`config.mk`:
```
export PLATFORM = sky130hd
export DESIGN_NAME = cache_arbiter
export DESIGN_NICKNAME = d
export VERILOG_FILES = /design/src/rtl/cache_arbiter.sv
export SDC_FILE = /design/constraint.sdc
export NUM_CORES = 1
export LEC_CHECK = 0
export CAP_MARGIN = 5
export CORE_AREA = 2 2 337 339
export DETAILED_ROUTE_END_ITERATION = 8
export DIE_AREA = 0 0 339 341
export GPL_TIMING_DRIVEN = 0
export PLACE_DENSITY_LB_ADDON = 0.3
export SYNTH_ARGS = -nofsm -noshare
export SYNTH_HDL_FRONTEND = slang
export SYNTH_SLANG_ARGS = --single-unit
```
`constraint.sdc`:
```
create_clock -name clk -period 4.8 [get_ports clk]
set_input_delay 0.96 -clock clk [delete_from_list [all_inputs] [get_ports clk]]
set_output_delay 0.96 -clock clk [all_outputs]
set_load 0.01 [all_outputs]
```
`src/rtl/cache_arbiter.sv`:
```
// Round-robin Wishbone arbiter: I-cache and D-cache line requests onto one memory port,
// with a saturating wait counter that answers RTY to the requester when memory hangs.
module cache_arbiter #(
  parameter int unsigned TIMEOUT_CYCLES = 256
) (
  input  logic         clk,
  input  logic         rst_n,
  input  logic         icacheCyc_i,
  input  logic         icacheStb_i,
  input  logic         icacheWe_i,
  input  logic [11:0]  icacheAdr_i,
  input  logic [15:0]  icacheSel_i,
  input  logic [127:0] icacheDat_i,
  output logic [127:0] icacheDat_o,
  output logic         icacheAck_o,
  output logic         icacheRty_o,
  input  logic         dcacheCyc_i,
  input  logic         dcacheStb_i,
  input  logic         dcacheWe_i,
  input  logic [11:0]  dcacheAdr_i,
  input  logic [15:0]  dcacheSel_i,
  input  logic [127:0] dcacheDat_i,
  output logic [127:0] dcacheDat_o,
  output logic         dcacheAck_o,
  output logic         dcacheRty_o,
  output logic         memCyc_o,
  output logic         memStb_o,
  output logic         memWe_o,
  output logic [11:0]  memAdr_o,
  output logic [15:0]  memSel_o,
  output logic [127:0] memDat_o,
  input  logic [127:0] memDat_i,
  input  logic         memAck_i,
  input  logic         memRty_i
);

  typedef enum logic [1:0] {IDLE, SERVE_I, SERVE_D} state_e;

  localparam int          CW        = (TIMEOUT_CYCLES > 0) ? $clog2(TIMEOUT_CYCLES + 1) : 1;
  localparam int unsigned TLAST_INT = (TIMEOUT_CYCLES > 0) ? TIMEOUT_CYCLES - 1 : 0;
  localparam logic [CW-1:0] TLAST   = TLAST_INT[CW-1:0];
  localparam logic        TO_EN     = (TIMEOUT_CYCLES != 0);

  state_e        state_q;
  logic          lastD_q;
  logic [CW-1:0] waitCnt_q;

  logic          reqI, reqD, serveI, serveD, serving;
  logic          gCyc, gStb, gWe;
  logic [11:0]   gAdr;
  logic [15:0]   gSel;
  logic [127:0]  gDat;
  logic          memDone, timeoutHit, otherReq;

  assign reqI    = icacheCyc_i & icacheStb_i;
  assign reqD    = dcacheCyc_i & dcacheStb_i;
  assign serveI  = (state_q == SERVE_I);
  assign serveD  = (state_q == SERVE_D);
  assign serving = serveI | serveD;
  assign memDone = memAck_i | memRty_i;
  assign otherReq = serveI ? reqD : reqI;

  always_comb begin
    gCyc = 1'b0;
    gStb = 1'b0;
    gWe  = 1'b0;
    gAdr = '0;
    gSel = '0;
    gDat = '0;
    if (serveI) begin
      gCyc = icacheCyc_i;
      gStb = icacheStb_i;
      gWe  = icacheWe_i;
      gAdr = icacheAdr_i;
      gSel = icacheSel_i;
      gDat = icacheDat_i;
    end else if (serveD) begin
      gCyc = dcacheCyc_i;
      gStb = dcacheStb_i;
      gWe  = dcacheWe_i;
      gAdr = dcacheAdr_i;
      gSel = dcacheSel_i;
      gDat = dcacheDat_i;
    end
  end

  // A real memory response in the deadline cycle beats the timeout.
  assign timeoutHit = TO_EN & serving & gCyc & ~memDone & (waitCnt_q == TLAST);

  assign memCyc_o = gCyc & ~timeoutHit;
  assign memStb_o = gStb & ~timeoutHit;
  assign memWe_o  = gWe;
  assign memAdr_o = gAdr;
  assign memSel_o = gSel;
  assign memDat_o = gDat;

  assign icacheDat_o = memDat_i;
  assign dcacheDat_o = memDat_i;
  assign icacheAck_o = serveI & memAck_i;
  assign dcacheAck_o = serveD & memAck_i;
  assign icacheRty_o = serveI & (memRty_i | timeoutHit);
  assign dcacheRty_o = serveD & (memRty_i | timeoutHit);

  always_ff @(posedge clk or negedge rst_n) begin
    if (!rst_n) begin
      state_q   <= IDLE;
      lastD_q   <= 1'b0;
      waitCnt_q <= '0;
    end else begin
      case (state_q)
        IDLE: begin
          waitCnt_q <= '0;
          if (reqI && reqD) state_q <= lastD_q ? SERVE_I : SERVE_D;
          else if (reqI)    state_q <= SERVE_I;
          else if (reqD)    state_q <= SERVE_D;
        end
        SERVE_I, SERVE_D: begin
          if (!gCyc) begin
            state_q <= IDLE;
          end else if (memDone || timeoutHit) begin
            lastD_q   <= serveD;
            waitCnt_q <= '0;
            if (otherReq) state_q <= serveI ? SERVE_D : SERVE_I;
            else          state_q <= IDLE;
          end else if (waitCnt_q != '1) begin
            waitCnt_q <= waitCnt_q + 1'b1;
          end
        end
        default: state_q <= IDLE;
      endcase
    end
  end

endmodule

```
==> GITHUB_STEP_SUMMARY <==
### Flow metrics

| Metric | Value |
|---|---|
| Status | `finished, final reports clean` |
| Min-Delay Path Class | `reg -> reg` |
| Clk network pwr share | `under 10%` |
| Setup TNS | `0 ns` |
| Routed wire length | `between 60000 and 70000 um` |
| Final instance area | `around 14000 um^2` |
| Routed length on met1 | `about 30000 um` |
| Worst setup path category | `reg -> out` |
| Worst slew pin tran | `1.013 ns` |
| GR peak layer | `met2` |
| Per-cell routed wire length | `21.90 um` |
| P_leak | `5.384 nW` |
| DP HPWL | `62220 um` |
| DRT antenna net count | `0` |
| Ys async rst share | `100.0%` |
| Placed cell area | `14190 um^2` |
| Vias per inst | `2.648` |
| Comb area leader | `buffers and inverters` |
| Max FO, Critical Path | `10` |
| Startpoint Class | `flop` |
| Die Ht | `341 um` |
| Clk power | `0.150 mW` |
| Layout cells sized above 1 | `18.53%` |
| Cell depth of the worst setup path | `9` |
| Cell Area, Synth | `4875 um^2` |
| Clk root buf | `clkbuf_16` |
| Flop share of the area | `2.099%` |
| VDD IR max | `0.1314 mV` |
| Cell taking the most area after synthesis | `buf_4` |
| FMAX | `0.2207 GHz` |
| Pre-Place Util | `4.357%` |
| Reg2reg setup slack | `2.15 ns` |
| Final-report hold violation count | `0` |
| Crit path DAT | `roughly 3.6 ns` |
| Post-CTS Setup Bufs | `0` |
| DP Cell Count | `3057` |
| Hold endpoint | `waitCnt_q[7]` |
| Slew headroom | `32.47%` |
| Clock Path Buffers | `2` |
| Hold slack | `0.5360 ns` |
| Fin Clk Skew | `0.001689 ns` |
| P&R area growth vs syn | `193.5%` |
| Comb pwr share | `94.1%` |
| Sink Count | `12` |
| DR WL met2 | `30100 um` |
| Comb group | `4.47 mW` |
| Biggest regs | `waitCnt_q: 9 flops, state_q: 2 flops, lastD_q: 1 flops` |
| NetSw | `2.606 mW` |
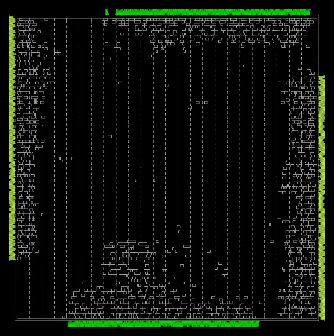
(cell outlines without signal wires)
final std cells w/o fill: 3069
post-layout util: 12.79%
n_taps: 1500

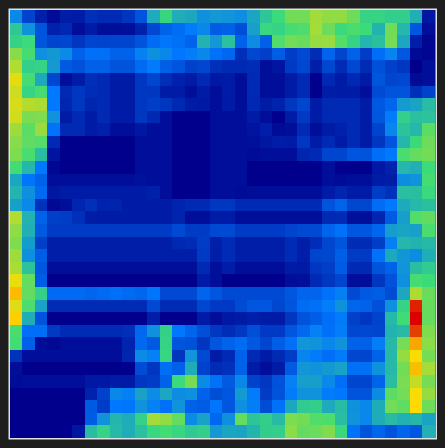
(routed metal per tile)
The die is cut into 34 by 34 equal tiles; dark blue is low, red is high, scaled to the fullest tile. Values are wire area over tile area, all layers added.
- nearly empty tiles: 11%
- emptiest ninth of the die: centre
- mean over tiles: 0.093
- fullest tile: 0.49
- tiles over half the peak: 9.3%
- densest ninth of the die: lower right

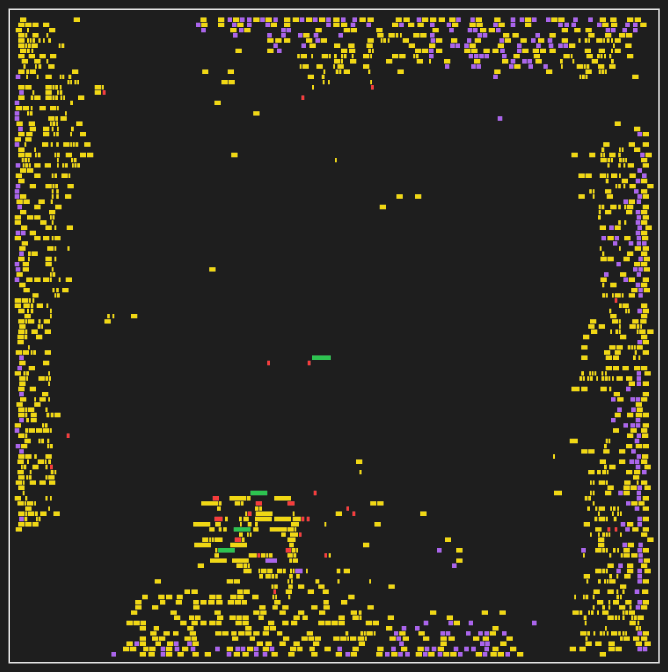
(drive-strength map)
- green: _6 and larger (cells 4; share 0.26%; most used clkbuf_16)
- yellow: _0 and _1 cells (cells 1271; share 81%; most used clkdlybuf4s50_1)
- red: _2 cells (cells 26; share 1.7%; most used buf_2)
- purple: _3 and _4 cells (cells 259; share 17%; most used buf_4)

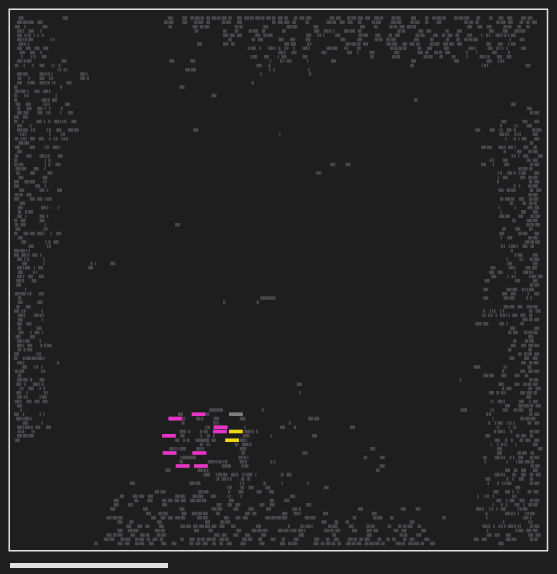
(where the registers sit)
Scale bar: 100 um. Other sequential cells in the stronger grey, the rest of the logic in the fainter grey.
- magenta: waitCnt_q (flops 9)
- yellow: state_q (flops 2)

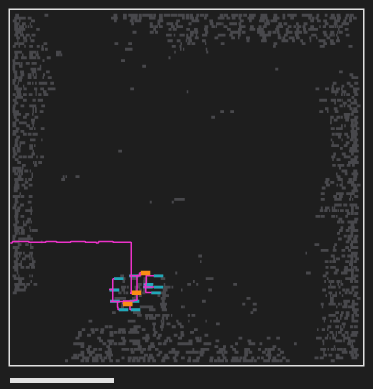
(clock wires, drivers and flops)
Scale bar: 100 um.
- magenta: clock wires (length 351 um)
- cyan: flip-flops (count 12)
- orange: clock drivers (count 3)
- routed clock nets: 4

Power is estimated from default activity; no workload was simulated.
